==> run_1/floorplan.png <==
The bar under the picture is 20 um long. Pins as bars on the die edge.
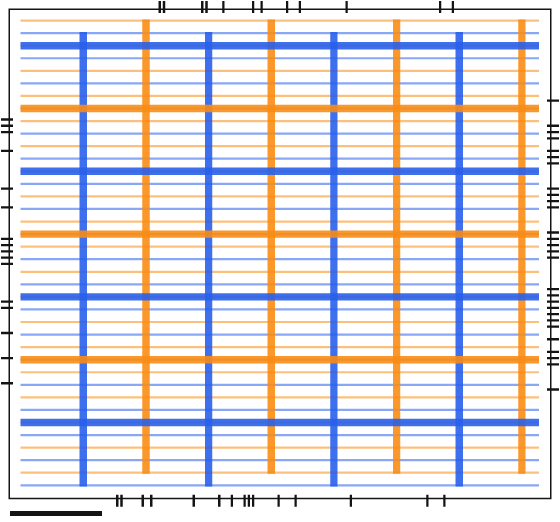
==> run_1/class_map.png <==
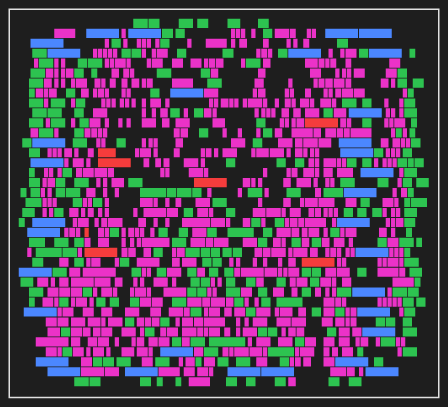
==> run_1/clock_wires.png <==
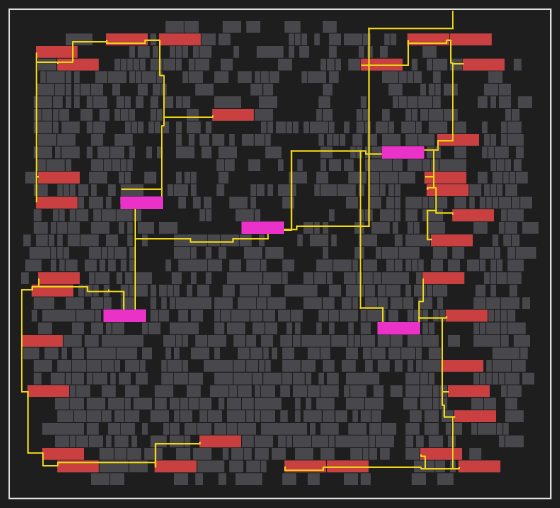
[config.mk]
export PLATFORM = sky130hd
export DESIGN_NAME = count_timer
export DESIGN_NICKNAME = d
export VERILOG_FILES = /design/src/rtl/count_timer_pkg.sv /design/src/rtl/count_timer_next.sv /design/src/rtl/count_timer.sv
export SDC_FILE = /design/constraint.sdc
export NUM_CORES = 1
export LEC_CHECK = 0
export ABC_AREA = 1
export CELL_PAD_IN_SITES_DETAIL_PLACEMENT = 0
export CELL_PAD_IN_SITES_GLOBAL_PLACEMENT = 1
export CORE_ASPECT_RATIO = 0.9
export CORE_MARGIN = 2
export CORE_UTILIZATION = 38
export CTS_CLUSTER_DIAMETER = 50
export DETAILED_ROUTE_END_ITERATION = 8
export PLACE_DENSITY = 0.85
export RECOVER_POWER = 25
export SYNTH_ARGS = -nofsm -noshare
export SYNTH_HDL_FRONTEND = slang
export SYNTH_SLANG_ARGS = --single-unit
[constraint.sdc]
create_clock -name clk -period 2.1 [get_ports clk]
set_clock_uncertainty 0.15 [all_clocks]
set_input_delay 0.63 -clock clk [delete_from_list [all_inputs] [get_ports clk]]
set_output_delay 0.63 -clock clk [all_outputs]
set_load 0.01 [all_outputs]
[src/rtl/count_timer_pkg.sv]
// rtl/count_timer_pkg.sv - mode-bit positions and mode encodings for count_timer
package count_timer_pkg;

    localparam int MODE_DIR_BIT = 0;
    localparam int MODE_OVF_BIT = 1;

    localparam logic UP    = 1'b0;
    localparam logic DOWN  = 1'b1;

    localparam logic WRAP  = 1'b0;
    localparam logic CLEAR = 1'b1;

endpackage

[src/rtl/count_timer_next.sv]
// rtl/count_timer_next.sv - combinational next-count and wrap/reload condition
module count_timer_next
    import count_timer_pkg::*;
#(
    parameter int BIN = 32,
    parameter int TOP = 255
) (
    input  logic [BIN-1:0] count,
    input  logic [1:0]     mode,
    input  logic [BIN-1:0] match_value,
    output logic [BIN-1:0] next_count,
    output logic           wrap
);

    localparam logic [BIN-1:0] TOP_V = BIN'(TOP);
    localparam logic [BIN-1:0] ONE   = BIN'(1);

    logic clear_mode;
    logic [BIN-1:0] reload;

    assign clear_mode = (mode[MODE_OVF_BIT] == CLEAR);

    // Down-count reload target; a compare value above TOP is clamped so nothing above TOP is produced
    assign reload = (clear_mode && match_value <= TOP_V) ? match_value : TOP_V;

    // One count step: up wraps at TOP (or at the compare value in clear mode), down reloads at zero
    always_comb begin
        next_count = count;
        wrap       = 1'b0;
        if (mode[MODE_DIR_BIT] == UP) begin
            if (count == TOP_V || (clear_mode && count == match_value)) begin
                next_count = '0;
                wrap       = 1'b1;
            end else begin
                next_count = count + ONE;
            end
        end else begin
            if (count == '0) begin
                next_count = reload;
                wrap       = 1'b1;
            end else begin
                next_count = count - ONE;
            end
        end
    end

endmodule

[src/rtl/count_timer.sv]
// rtl/count_timer.sv - up/down timer-counter with compare match and wrap pulse; option COUNT_TIMER_MATCH_REG_EN registers match
module count_timer
    import count_timer_pkg::*;
#(
    parameter int BIN = 32,
    parameter int TOP = 255
) (
    input  logic           clk,
    input  logic           reset,
    input  logic           enable,
    input  logic [1:0]     mode,
    input  logic [BIN-1:0] match_value,
    output logic [BIN-1:0] oCounter,
    output logic           match,
    output logic           ovf
);

    logic [BIN-1:0] next_count;
    logic           wrap;

    count_timer_next #(
        .BIN(BIN),
        .TOP(TOP)
    ) u_next (
        .count      (oCounter),
        .mode       (mode),
        .match_value(match_value),
        .next_count (next_count),
        .wrap       (wrap)
    );

    // Counter and wrap pulse advance only on enabled edges; the pulse drops whenever counting pauses
    always_ff @(posedge clk or posedge reset) begin
        if (reset) begin
            oCounter <= '0;
            ovf      <= 1'b0;
        end else if (enable) begin
            oCounter <= next_count;
            ovf      <= wrap;
        end else begin
            ovf      <= 1'b0;
        end
    end

`ifdef COUNT_TIMER_MATCH_REG_EN
    // Registered compare, one cycle behind the count, updated every edge regardless of enable
    always_ff @(posedge clk or posedge reset) begin
        if (reset) begin
            match <= 1'b0;
        end else begin
            match <= (oCounter == match_value);
        end
    end
`else
    assign match = (oCounter == match_value);
`endif

endmodule

==> writeup.txt, run 1 <==
With the maximum fanout along the worst path at 2, the max-capacitance violation count is 0. Clock-pin slew on the worst setup and hold paths: 0.05 ns. Nets still carrying antenna violations after routing amount to 0.

Area of placed instances: 6040 um2. The later-pin clock latency in the skew report was 0.29 ns. The fraction of registers with async set or reset after synthesis is 1.00. For reference, the final report shows the hold violation count at 0. With the wire length of the first global-routing pass at 27,600 um, the count of flip-flops with a built-in enable after synthesis is 0.

The synthesis stat section lists a flop and latch total of 33. The final reports fail on negative setup slack. The run gives 0.532 ns for the hold slack.

For this design the static power due to leakage is 0.00333 uW. Endpoints with negative setup slack in the final report add up to 11. According to the I/O placement log, the pin count is 71. All-layer global routing usage: 0.291. Of all cell types, the one taking the most synthesized area is dfrtp_1. Yosys reports a chip area of 4360 um2. The H-tree was split into 2 levels.

The source of the worst register-to-register timing path was oCounter[0]. The class of the worst hold path is reg -> reg. For this block, the routed nets add up to 18,000 um of wire. The run gives 1,034 as the post-placement cell count. The run finished, with violations left.

With the register area share after synthesis at 0.189, the number of warnings issued by yosys is 0. The tools report the worst min-delay path startpoint as oCounter[12]. The synthesis report names the predominant flop master as dfrtp_1. The tools report the number of violations reported at the end of detailed-routing iteration 0 as 311. Buffer type at the clock tree root: clkbuf_16. The count of distinct cell types in the synthesized netlist is 33. Looking at the VDD voltage map, the peak drop is 0.439 mV. The slack of the critical path was -0.392 ns; the post-layout net count was 964. The number of cells reported by Yosys stat comes to 717. For this block, the via count after detailed routing is 5,518. After routing the design area is 7220 um2. STA classifies the critical path endpoint as an output port. The tool warning count for the run is 30. Subtracting the final worst setup slack from the clock period gives 2.49 ns.

The OpenROAD report gives the critical path a required time of 1.32 ns. The run gives 757 as the net count of the mapped netlist.
About floorplan.png:
- VDD: orange
- VSS: blue
- met1 rails: 38
- signal pins: 71
- met5 straps: 7
- rows: 37
vertical die size: 106 um
placeable core area: 11,300 um2

About class_map.png:
- remaining buffers and delay cells: green (cells 238)
- remaining logic cells: magenta (cells 646)
- clock drivers and dummy loads: red (cells 7)
- sequential cells: blue (cells 33)

About clock_wires.png:
- clock-net drivers: magenta (count 5)
- clock wires: yellow (length 675 um)
- flip-flops: red (count 33)
- flops lie: spread over the die
Clock group: 761 uW
clock power share: 0.188

==> run 1: routing by layer <==
metal,part of all wire,track usage,wire length (um),vias to the layer above
met5,0,0,0,-
met4,0.020,0.0857,358,0
met3,0.058,0.0443,1030,26
met2,0.47,0.466,8440,204
met1,0.45,0.403,8120,2605
li1,-,-,-,2683
==> run 1: critical path, cell delays in order <==
cell,delay [ns]
buf_4,0.12
xnor2_2,0.12
nand2_2,0.09
nor2_2,0.12
nand2_2,0.11
nor4_4,0.32
buf_2,0.18
==> run 1: path summary, 6_finish.rpt <==
check                          endpoint  slack, ns  depth (start not counted)
max in group asynchronous  oCounter[20]       0.30                          3
min in group asynchronous   oCounter[9]       0.92                          3
hold reg to reg            oCounter[12]       0.53                          3
setup reg to reg            oCounter[4]      -0.05                         15
setup / recovery                  match      -0.39                          7
hold / removal             oCounter[12]       0.53                          3
==> run 1: sequential cells by signal, summed over array words and instances, names as in the netlist <==
register,cells
oCounter,32
ovf,1
==> run 1: per-stage QoR <==
stage | utilization | TNS, ns
floorplan | - | 0
global placement | 0.534 | -17.30
detailed placement | 0.534 | -18.26
CTS | 0.593 | -4.06
global route | 0.639 | -2.44
finish | 0.639 | -0.646
==> run 1: kinds of logic (layout without fill, tap and decap cells) <==
group,count (synthesis),after routing,synth area share
buf+inv,105,311,0.122
flops,33,33,0.189
simple gates,450,451,0.476
xor+xnor,58,58,0.116
compound gates,68,68,0.0883
fa+ha+maj,3,3,0.00860
==> run 1: report_power, final <==
group,total [uW],internal (uW),switching [uW]
combinational,2440,1110,1330
clock,761,466,295
sequential,844,742,101
total,4050,2320,1720
==> run 1: final cells by class <==
| class | count | area (um2) |
|---|---|---|
| inverter | 66 | 253 |
| sequential | 33 | 826 |
| multi-input combinational | 580 | 3730 |
| fill | 1090 | 4080 |
| clock buffer | 7 | 143 |
| timing repair buffer | 238 | 2070 |
| tap | 156 | 195 |
==> run 1: what timing repair did <==
action                     4_1_cts  5_1_grt
setup endpoints to repair       59       36
pin swaps                       86       69
setup buffers                   36       20
gates resized                  263      139
cloned                           1        1
==> run 1: cells in the final DEF, fill, tap and decap left out, types with 8 or more instances in the layout <==
cell type / instances
nand2_1: 164
buf_4: 125
nor2_1: 84
buf_6: 48
inv_1: 45
nor2_4: 38
nand3_1: 37
a21oi_2: 35
xor2_1: 34
dfrtp_1: 33
nor2_2: 29
nand2_2: 27
dlygate4sd2_1: 24
buf_2: 18
inv_2: 17
xnor2_1: 16
a21oi_1: 15
nand3b_1: 14
nand4_1: 14
nand3_2: 13
nand2_4: 9
clkdlybuf4s50_1: 8
==> inputs of run 2 (changes only) <==
--- a/config.mk
+++ b/config.mk
@@ -7,12 +7,13 @@
 export LEC_CHECK = 0
 export ABC_AREA = 1
 export CELL_PAD_IN_SITES_DETAIL_PLACEMENT = 0
-export CELL_PAD_IN_SITES_GLOBAL_PLACEMENT = 1
+export CELL_PAD_IN_SITES_GLOBAL_PLACEMENT = 2
 export CORE_ASPECT_RATIO = 0.9
 export CORE_MARGIN = 2
-export CORE_UTILIZATION = 38
+export CORE_UTILIZATION = 29
 export CTS_CLUSTER_DIAMETER = 50
 export DETAILED_ROUTE_END_ITERATION = 8
+export GPL_TIMING_DRIVEN = 0
 export PLACE_DENSITY = 0.85
 export RECOVER_POWER = 25
 export SYNTH_ARGS = -nofsm -noshare
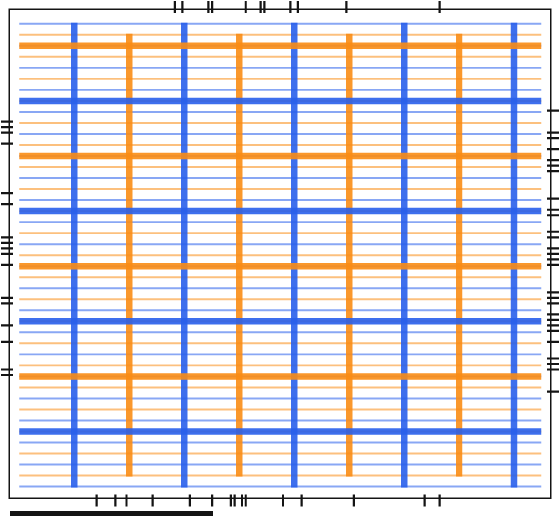
(run_2/floorplan.png)
The bar under the picture is 50 um long. Pins as bars on the die edge.
- VSS: blue
- VDD: orange
- rows: 42
- signal pins: 71
- met1 rails: 43
- met4 straps: 9
- met5 straps: 8
vertical die size: 120 um
placeable core area: 14,700 um2
maximum resistive drop on vdd: 0.299 mV
horizontal die dimension: 133 um

==> writeup.txt, run 2 <==
The count of flip-flops with a built-in enable after synthesis was 0. Count of distinct cell types in the synthesized netlist: 33. In the layout the commonest cells are 184 x nand2_1, 102 x nor2_1, 61 x buf_4, 45 x inv_1, 38 x nand3_1. Data arrives at the worst endpoint at 1.70 ns.

The global route stage reports its total congestion overflow as 0. The power share of the combinational group is 0.571, and the total cells reported by yosys after synthesis is 717. The placement row count was 42. The routed design shows a via density per instance of 4.91. The count of nets left with antenna violations once routing finished came out at 0. Counting instances, the worst hold path has a depth of 2.

The run gives 0.483 for the normalized max-slew margin. The run gives 0 as the max-capacitance violation count. The tools report the source of the worst register-to-register timing path as oCounter[6].

The final-report hold violation count was 0. The CTS report gives the tree buffer count as 5. The highest-count logic cell in the final layout is nand2_1. The leakage power summed over all cells came out at 0.00293 uW. Per the detail_route log, the uppermost layer with routed signals is met4.

The maximum fanout along the worst path was 2. The tools report the power share of the sequential group as 0.222. The share of layout cells above drive strength 1 was 0.329. The post-route report lists met1 wire length as 8540 um.

Netlist area before placement: 4360 um2. The register with the most flip-flops is oCounter. In this build the clock could be raised as far as 0.402 GHz. The timing report gives the worst reg2reg path a setup slack of -0.20 ns. For the effective utilization at floorplan, the log shows 0.297. With the post-layout minimum cycle time at 2.48 ns, the reported net switching power is 1590 uW.

TritonCTS built the clock tree. The timing report gives the clock slew at the launch and capture registers of the worst setup and hold paths as 0.07 ns. The tools report the register area share after synthesis as 0.189.

Kind of start point of the critical path: a flop. The buffer type at the clock tree root was clkbuf_16. Looking at the clock tree report, the H-tree level count equals 2. The tools report the worst min-delay path startpoint as oCounter[1]. For the net count of the mapped netlist, the log shows 757. Each instance of the synthesized netlist takes up on average 6.08 um2. The clock reaches the later pin of the worst-skew pair after 0.29 ns.

For the cell-internal power, the log shows 2210 uW. After detailed placement, the design holds a cell count of 984. The tools report the chip area line of the yosys report as 4360 um2. For the worst setup path, the data required time is 1.32 ns. In the synthesized netlist, the number of instances is 717.

The first global-routing pass estimated 28,300 um of wire. The checks that failed: negative setup slack. In this run the critical register-to-register path is captured at oCounter[11]. The run gives 0 for the hold-fix buffer count after cts. Setup repair after global routing could not meet its margin everywhere. The number of warnings in the stage logs is 30. The slack of the critical path was -0.385 ns.

The tools report the final sum of negative setup slack as -5.78 ns. Checking hold timing, the worst path is listed with class reg -> reg. The tools report the wire length on met2 as 8260 um. For this run, the number of standard cells in the final layout without fillers is 1,061.

The initial antenna violation count came out at 0. Total power normalized to cell area comes to 583 nW/um2. The commonest register cell after synthesis is dfrtp_1.

Summing internal, switching and leakage power gives 3800 uW. The logs give 2 for the number of buffers on the longest clock path and 1160 um for the met3 wirelength from detailed routing. The congestion estimate from routability-driven global placement came to 0.931. According to the finish report, the design has a final net count of 903. Entering global routing, the biggest net connects 34 pins. STA classifies the critical path endpoint as an output port. The number of flip-flops in the largest register is 32. The fraction of registers with async set or reset after synthesis came out at 1.00. Cell taking the most area after synthesis: dfrtp_1.

The run gives 34 as the number of failing setup endpoints in the final timing report. The number of slew-limit violations in the final report is 0. Clock power share: 0.207. According to the dpl log, the detail-placed design has an HPWL of 13,400 um. Yosys reports that the most numerous cell types are 194 x nand2_1, 115 x nor2_1, 56 x inv_1, 55 x nand3_1, 44 x a21oi_1.

The run finished, with violations left. Yosys attributes the largest share of cell area to dfrtp_1 19%, nand2_1 17%, nor2_1 9.9%. Sorting the synthesis cell report by count puts at the top nand2_1. Counting the warning lines in the Yosys log gives 0. The cell depth of the worst flop-to-flop path was 14; the number of violations reported at the end of detailed-routing iteration 0 was 311.

TritonRoute output was used to compute an average wire per cell of 17.3 um. The post-synthesis register bit count was 33. With the actual slew at the worst max-slew pin at 0.775 ns, the DRC violations left is 0. The tools report the I/O pin total as 71.

The registers reported with the highest flop counts are oCounter: 32 flops, ovf: 1 flops. The switching power as a share of total power works out to 0.418. The path with the worst hold slack has its endpoint at oCounter[1].
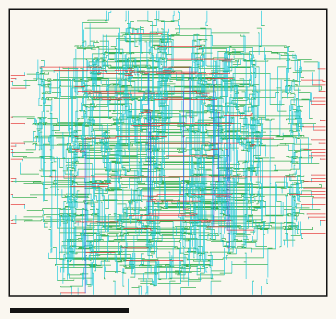
(run_2/layers.png)
The bar under the picture is 50 um long.
- M3: red (wire length 1,160 um)
- M1: green (wire length 8,540 um)
- M2: cyan (wire length 8,260 um)
- M4: blue (wire length 413 um)
total via count in the routed design: 5,209
total global-route track usage: 0.231
wirelength, routed: 18,400 um

[run 2: layout make-up]
cell class	instances	area (um2)
Timing Repair Buffer	140	1230
Clock buffer	7	143
Inverter	66	272
Fill cell	1559	8200
Multi-Input combinational cell	579	3380
Tap cell	198	248
Buffer	38	397
Sequential cell	33	837
[run 2: how the worst max path moves through the flow]
stage | start | to | slack, ns
6_report | oCounter[23] | match | -0.38
5_1_grt | oCounter[6] | match | -0.50
4_1_cts | oCounter[22] | match | -0.39
3_5_place_dp | match_value[23] | match | -1.32
3_3_place_gp | match_value[23] | match | -1.29
2_1_floorplan | match_value[1] | match | 0.00007
[run 2: stage by stage]
stage | hold slack (ns) | worst slack [ns] | cell area [um2] | utilization
floorplan | 0.468 | 0.0000671 | 4390 | -
detailed placement | 0.472 | -1.32 | 5320 | 0.362
CTS | 0.475 | -0.390 | 6330 | 0.430
global route | 0.455 | -0.500 | 6510 | 0.443
finish | 0.432 | -0.385 | 6510 | 0.443
global placement | 0.470 | -1.29 | 5320 | 0.362
[run 2: per-layer routing]
metal | vias to the layer above | GRT usage
met4 | 0 | 0.0678
li1 | 2558 | -
met3 | 20 | 0.0243
met2 | 176 | 0.364
met5 | - | 0
met1 | 2455 | 0.334
[run 2: cells by family (layout without fill, tap and decap cells)]
family,count (synthesis),in the layout,share of synthesized area
buf+inv,105,251,0.122
flops,33,33,0.189
compound gates,68,68,0.0883
xor+xnor,58,58,0.116
simple gates,450,450,0.476
fa+ha+maj,3,3,0.00860
[run 2: power by group through the flow]
stage               combinational, uW  sequential, uW  clock, uW
CTS                              2090             847        794
global route                     2360             861        813
detailed placement               1740             862          0
global placement                 1730             857          0
floorplan                        1110             892          0
finish                           2170             842        787
[run 2: timing repair]
action	4_1_cts	5_1_grt
pin swaps	56	15
resized	241	31
hold endpoints to repair	0	0
gates cloned	4	1
setup buffers	55	11
setup endpoints to repair	41	40
[run 2: critical path, cell delays in order (launching register included)]
cell	delay [ns]
dfrtp_1	0.39
buf_6	0.13
xnor2_2	0.13
nand2_2	0.11
nor2_4	0.12
nand2_4	0.10
nor4_4	0.25
buf_2	0.16
Power figures rest on the tool's default switching activity, not on a simulated workload.
